### Floorplan with the power grid

Scale bar: 50 um. Pins as bars on the die edge.
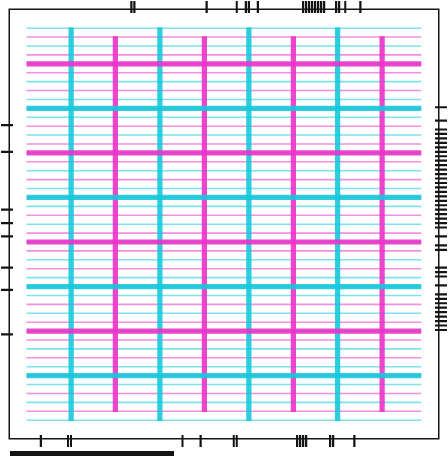
### Cell classes on the final placement

Scale bar: 50 um.
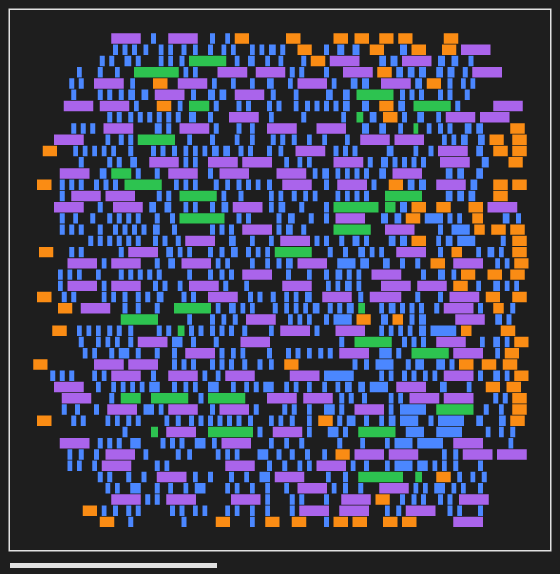
### Routed clock nets over the placement

Scale bar: 50 um.
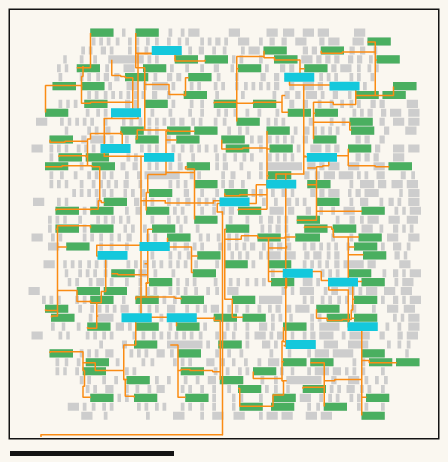
### Signal wires by layer

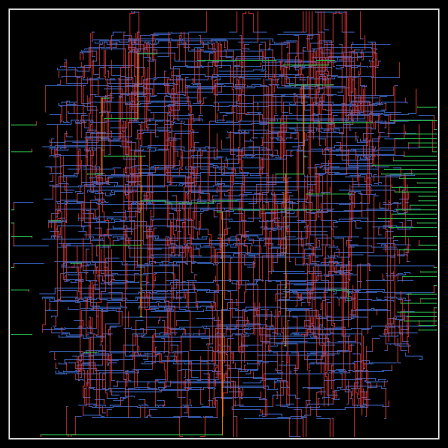
Design sprite_mem_arbiter, sky130hd; sources not shown.
==> out/results.txt <==
status: finished, final reports clean
die area: 17100 um^2
Final Hold Viols: 0
met3 usage: 0.0411
top power group: the clock network
delay-heaviest family, CP: buffers and inverters
Largest cell class: combinational gates
P_sw: 0.832 mW
most common cell in the synthesized netlist: nand2_1
Simple-Gate Fraction of Synth Area: 0.358
NumNets Final: 1040
Clock Pin Slew Worst Setup and Hold Paths: 0.05 ns
top cells by count: 311 x nand2_1, 184 x nor2_1, 129 x dfxtp_1
CTS max path bufs: 2
Hold Buf Count CTS: 0
Synth top area share: 0.422
Slew @ Worst Pin: 1.09 ns
IO Count: 82
GPL Wtd Cong: 0.785
number of synthesized flops with an enable pin: 0
Signal inverters: 113
max frequency: 186 MHz
Tcrit/Tclk final: 0.792
Top cell excl fill/tap: nand2_1
R2R setup slack: 3.94 ns
Tool Warnings: 34
combinational share of cell area: 0.369
filler cell count: 1922
r2r worst-path depth: 19
Worst path slowest cell: clkdlybuf4s50_1
## Picture notes: 'Floorplan with the power grid'
| colour | net |
|---|---|
| magenta | VDD |
| cyan | VSS |
met5 straps: 8
met4 straps: 8
rows: 44
Core ar.: 14400 um^2
die x size: 131 um

## Picture notes: 'Cell classes on the final placement'
| colour | class | cells |
|---|---|---|
| green | clock drivers and dummy loads | 32 |
| blue | remaining logic cells | 748 |
| orange | remaining buffers and delay cells | 86 |
| purple | registers | 129 |
cell area after layout: 7500 um^2
Core Util, Final: 0.520
cell row count: 44
flop share of the area: 0.344

## Picture notes: 'Routed clock nets over the placement'
[green] flip-flops | count: 129
[orange] clock wires | length: 1740 um
[cyan] clock-net drivers | count: 17
routed clock nets: 18
flops lie: spread over the die
clk_lat worst skew: 0.42 ns
clk_skew: 0.00607 ns
Clk power: 1.01 mW
Clock Power Share: 0.387

## Picture notes: 'Signal wires by layer'
| colour | layer | wire length |
|---|---|---|
| orange | M4 | 239 um |
| green | M3 | 699 um |
| red | M2 | 8220 um |
| blue | M1 | 8330 um |
wire per inst: 14.8 um
Total Routed Length: 17500 um

Power and IR drop assume default switching activity.
